Figure 1. Where the registers sit.
Other sequential cells in the stronger gray, the rest of the logic in the fainter gray.
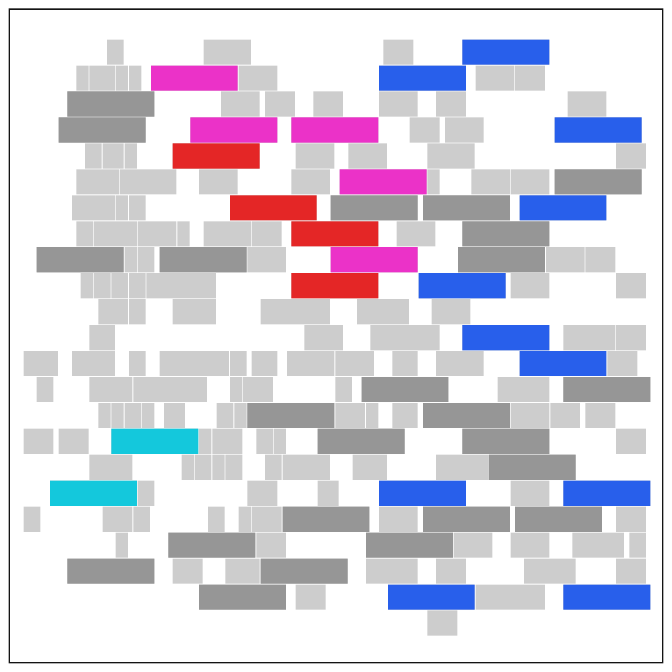
Figure 2. Routed clock nets over the placement.
The bar under the picture is 20 um long.
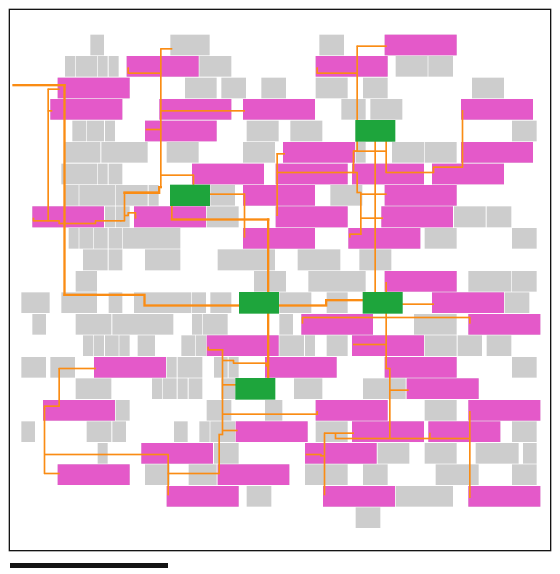
Figure 3. Pin map.
Pins as bars across the die edge, other pins in gray.
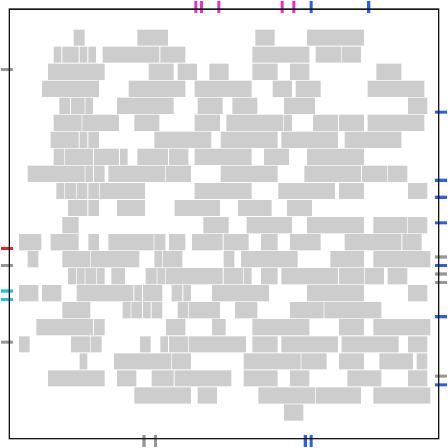
Figure 4. Track usage over the die.
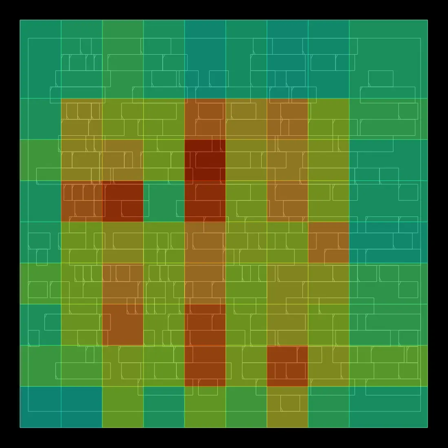
--- config.mk ---
export PLATFORM = sky130hd
export DESIGN_NAME = crc5_0x25_frame_check
export DESIGN_NICKNAME = d
export VERILOG_FILES = /design/src/rtl/crc5_0x25_frame_check.sv
export SDC_FILE = /design/constraint.sdc
export NUM_CORES = 1
export LEC_CHECK = 0
export CAP_MARGIN = 40
export CORE_UTILIZATION = 47
export DETAILED_ROUTE_END_ITERATION = 10
export GPL_TIMING_DRIVEN = 0
export PLACE_DENSITY_LB_ADDON = 0.08
export SLEW_MARGIN = 10
export SYNTH_ARGS = -nofsm -noshare
export SYNTH_HDL_FRONTEND = slang
export SYNTH_SLANG_ARGS = --single-unit
export TNS_END_PERCENT = 30
--- constraint.sdc ---
create_clock -name clk -period 2 [get_ports clk]
set_input_delay 0.6 -clock clk [delete_from_list [all_inputs] [get_ports clk]]
set_output_delay 0.6 -clock clk [all_outputs]
set_load 0.05 [all_outputs]
--- src/rtl/crc5_0x25_frame_check.sv ---
// Receive-side CRC-5 (x^5+x^2+1, MSB-first, init 0) frame checker.
// Collects DATA_W payload bits plus 5 CRC bits per frame and reports payload and verdict.
module crc5_0x25_frame_check #(
  parameter int DATA_W = 11
) (
  input  logic              clk,
  input  logic              rst,
  input  logic              en,
  input  logic              sof,
  input  logic              din,
  output logic [DATA_W-1:0] data_out,
  output logic [4:0]        rx_crc,
  output logic              frame_vld,
  output logic              crc_ok,
  output logic              crc_err,
  output logic              busy,
  output logic              abort,
  output logic [1:0]        dbg_state
);

  typedef enum logic [1:0] {
    ST_IDLE    = 2'd0,
    ST_PAYLOAD = 2'd1,
    ST_CHECK   = 2'd2
  } state_e;

  // The CHECK phase counts to 5, so the counter never drops below 3 bits.
  localparam int CW_RAW = $clog2(DATA_W + 1);
  localparam int CW     = (CW_RAW < 3) ? 3 : CW_RAW;
  localparam logic [CW-1:0] PAY_LAST = CW'(DATA_W - 1);
  localparam logic [CW-1:0] CRC_LAST = CW'(4);

  state_e            state_q, state_d;
  logic [4:0]        rem_q, rem_d;
  logic [CW-1:0]     cnt_q, cnt_d;
  logic [DATA_W-1:0] payload_q, payload_d;
  logic [3:0]        crc_q, crc_d;
  logic [DATA_W-1:0] data_out_q, data_out_d;
  logic [4:0]        rx_crc_q, rx_crc_d;
  logic              frame_vld_q, frame_vld_d;
  logic              crc_ok_q, crc_ok_d;
  logic              crc_err_q, crc_err_d;
  logic              abort_q, abort_d;

  logic [DATA_W-1:0] payload_shift;
  logic [4:0]        rem_step;
  logic [4:0]        rem_start;
  logic [4:0]        crc_field;

  function automatic logic [4:0] crc_step(input logic [4:0] rem, input logic bit_in);
    logic fb;
    fb = rem[4] ^ bit_in;
    return {rem[3:0], 1'b0} ^ (fb ? 5'b00101 : 5'b00000);
  endfunction

  if (DATA_W == 1) begin : g_pay_one
    assign payload_shift = din;
  end else begin : g_pay_wide
    assign payload_shift = {payload_q[DATA_W-2:0], din};
  end

  assign rem_step  = crc_step(rem_q, din);
  assign rem_start = crc_step(5'b00000, din);
  assign crc_field = {crc_q, din};

  always_comb begin
    state_d     = state_q;
    rem_d       = rem_q;
    cnt_d       = cnt_q;
    payload_d   = payload_q;
    crc_d       = crc_q;
    data_out_d  = data_out_q;
    rx_crc_d    = rx_crc_q;
    crc_ok_d    = crc_ok_q;
    crc_err_d   = crc_err_q;
    frame_vld_d = 1'b0;
    abort_d     = 1'b0;

    if (en) begin
      if (sof) begin
        // A new sof always wins: restart from scratch, dropping any frame in flight.
        abort_d   = (state_q != ST_IDLE);
        rem_d     = rem_start;
        payload_d = payload_shift;
        if (PAY_LAST == '0) begin
          state_d = ST_CHECK;
          cnt_d   = '0;
        end else begin
          state_d = ST_PAYLOAD;
          cnt_d   = CW'(1);
        end
      end else begin
        case (state_q)
          ST_PAYLOAD: begin
            rem_d     = rem_step;
            payload_d = payload_shift;
            if (cnt_q == PAY_LAST) begin
              state_d = ST_CHECK;
              cnt_d   = '0;
            end else begin
              cnt_d = cnt_q + CW'(1);
            end
          end
          ST_CHECK: begin
            rem_d = rem_step;
            crc_d = crc_field[3:0];
            if (cnt_q == CRC_LAST) begin
              state_d     = ST_IDLE;
              cnt_d       = '0;
              data_out_d  = payload_q;
              rx_crc_d    = crc_field;
              crc_ok_d    = (rem_step == 5'b00000);
              crc_err_d   = (rem_step != 5'b00000);
              frame_vld_d = 1'b1;
            end else begin
              cnt_d = cnt_q + CW'(1);
            end
          end
          default: begin
            state_d = ST_IDLE;
          end
        endcase
      end
    end
  end

  always_ff @(posedge clk or negedge rst) begin
    if (!rst) begin
      state_q     <= ST_IDLE;
      rem_q       <= '0;
      cnt_q       <= '0;
      payload_q   <= '0;
      crc_q       <= '0;
      data_out_q  <= '0;
      rx_crc_q    <= '0;
      frame_vld_q <= 1'b0;
      crc_ok_q    <= 1'b0;
      crc_err_q   <= 1'b0;
      abort_q     <= 1'b0;
    end else begin
      state_q     <= state_d;
      rem_q       <= rem_d;
      cnt_q       <= cnt_d;
      payload_q   <= payload_d;
      crc_q       <= crc_d;
      data_out_q  <= data_out_d;
      rx_crc_q    <= rx_crc_d;
      frame_vld_q <= frame_vld_d;
      crc_ok_q    <= crc_ok_d;
      crc_err_q   <= crc_err_d;
      abort_q     <= abort_d;
    end
  end

  assign data_out  = data_out_q;
  assign rx_crc    = rx_crc_q;
  assign frame_vld = frame_vld_q;
  assign crc_ok    = crc_ok_q;
  assign crc_err   = crc_err_q;
  assign abort     = abort_q;
  assign busy      = (state_q != ST_IDLE);
  assign dbg_state = state_q;

endmodule
==> summary.txt <==
status = complete, no violations
synthesis-stage register bit count = 46
Simple-Gate Area Share = 0.113
dpl cell area = 0.00241 mm^2
Post-CTS Setup Inserts = 0
CTS Hold Bufs = 0
Largest stage delay, worst path = 0.43 ns
FF-to-FF path depth = 6
met3 Use GR = 0.0500
Comb. pwr = 414 uW
DP Wirelength = 2600 um
max-cap violation count = 0
internal cell power = 1570 uW
top cells by count = dfrtp_1 (46), mux2_2 (24), nand2_1 (11)
CP Capture Point = payload_q[8]
core area = 0.00412 mm^2
setup tns final = 0 ns
clk sinks = 46
most frequent cells in the layout = dfrtp_1 (46), mux2_2 (24), dlygate4sd2_1 (22)
DR pass1 iterations = 4
Initial DRC Count = 35
Cell Type Count = 33
Non-CTS buffers = 31
yosys stat chip area = 0.00207 mm^2
YS warnings = 0
comb area leader = multiplexers
crit path cell chain = clkdlybuf4s50_1 > buf_4 > o21ai_0 > buf_4 > mux2_2
Seq share, synth = 0.557
Comb power frac = 0.187
Setup WS pre-CTS = -0.255 ns
WP depth = 5
startpoint type of the worst setup path = input port
OpenROAD warnings = 30
number of global-route vias before repair = 1276
Post-CTS Resized = 27
clkbuf count = 7
NumNets Final = 195
setup ws final = 0.0421 ns
final WL = 3670 um
Worst-Margin Slew = 0.561 ns
n_diodes = 0
DR DRC count = 0
Clock Tree Buf Depth = 2
row cnt = 23
number of well taps = 50
post-synth top area share = 0.557
Final Slew Violations = 0
Syn Nets = 161
Hold WC Path Type = input port to asynchronous set/reset pin
CP Max Fanout = 10
P&R area growth vs syn = 19.2%
dominant logic cell type in the layout = dfrtp_1
hold slack = 0.206 ns
Worst setup startpoint = sof
final hold vios = 0
CP max-delay cell = clkdlybuf4s50_1
top sig layer = met4
Routed met3 length = 138 um
share of layout cells above drive strength 1 = 0.286
number of enable flip-flop cells = 0
I/O Pins = 28
initial antenna violation count = 0
leakage = 0.00131 uW
share of power burned in registers = 0.557
Worst EP arrival = 2.14 ns
RSZ-0062 raised after global routing = no
type of the worst setup path = input port to register
cell type with the largest total area = dfrtp_1
Crit path max-delay family = buffers and inverters
Mapped Cells = 150
critical path buffer and inverter count = 3
Post-Layout Cell Count = 235
total grt overflow = 0
GRT met1 Usage = 0.223
VDD IR max = 0.000485 V
Final setup viols = 0
Synth mux share = 0.181
largest net degree at the start of global routing = 34
logic share of the area = 0.344
combinational gate area = 847 um^2
Complex Gates by Area = 0.0708
top power group = registers
Layout non-clock buf frac = 0.115
DR vias/cell = 5.46
Routed met1 length = 1630 um
top cells by area, synth = dfrtp_1 (56%), mux2_2 (13%), mux2_4 (5.1%), ha_1 (3.6%), nand2_1 (2.0%)
most frequent CP cell = buf_4
final RePlAce weighted congestion = 0.693
FMAX = 511 MHz
flop2flop setup slack = 0.14 ns
Mapped Area = 0.00207 mm^2
registers = 46
placed cells = 227
multi-input gates = 92
CP Capture Type = register
clock-pin slew on the worst setup and hold paths = 0.08 ns
first-pass GRT wire length = 5930 um
Tmin final = 1.96 ns
ys cells = 150
CTS H-tree lvls = 2
Yosys top cell by instances = dfrtp_1
fill cell count = 335
most used flip-flop cell = dfrtp_1
ys async rst share = 1.00
Port Buffer Count = 26
Power Density = 900 mW/mm^2
Leading cell kind = sequential cells
Logic inverters = 8
met2 WL post-DR = 1850 um
Pwr Total = 2220 uW
RR Startpoint = dbg_state[0]
required time worst endpoint = 2.18 ns
yosys adder share = 0.0363
Starting Density = 0.503
die area = 0.00467 mm^2
About Figure 1:
Cyan stands for dbg_state, sequential cells 2. Blue stands for data_out, sequential cells 11. Magenta stands for rx_crc, sequential cells 5, where north. Red stands for crc_q, sequential cells 4.
Another 24 sequential cells are not colored.
Flop area: 0.00115 mm^2
Flop+latch power: 1240 uW
Layout Utilization: 0.599
flop share of the area: 0.467

About Figure 2:
Green stands for clock drivers, count 5. Orange stands for clock wires, length 515 um. Magenta stands for flip-flops, count 46.
There are 6 routed clock nets. Position of the flops: all over the die.
Worst-Skew Late Latency: 0.29 ns
clock share of power: 0.256
clock skew: 0.00458 ns

About Figure 3:
Magenta stands for rx_crc, pins 5, direction output, edge north. Cyan stands for dbg_state, pins 2, direction output, edge west. Blue stands for data_out, pins 11, direction output, edge 7 east, 2 south, 2 north. Red stands for sof, pins 1, direction input, edge west.
Die W: 68.3 um
Die Span Y: 68.3 um

About Figure 4:
met2 usage: 0.287
All-Layer GR Usage: 0.177
Routed wire per std cell: 15.6 um
grt peak-use layer: met2

No activity file was given, so power comes from the tool's default toggle rates.
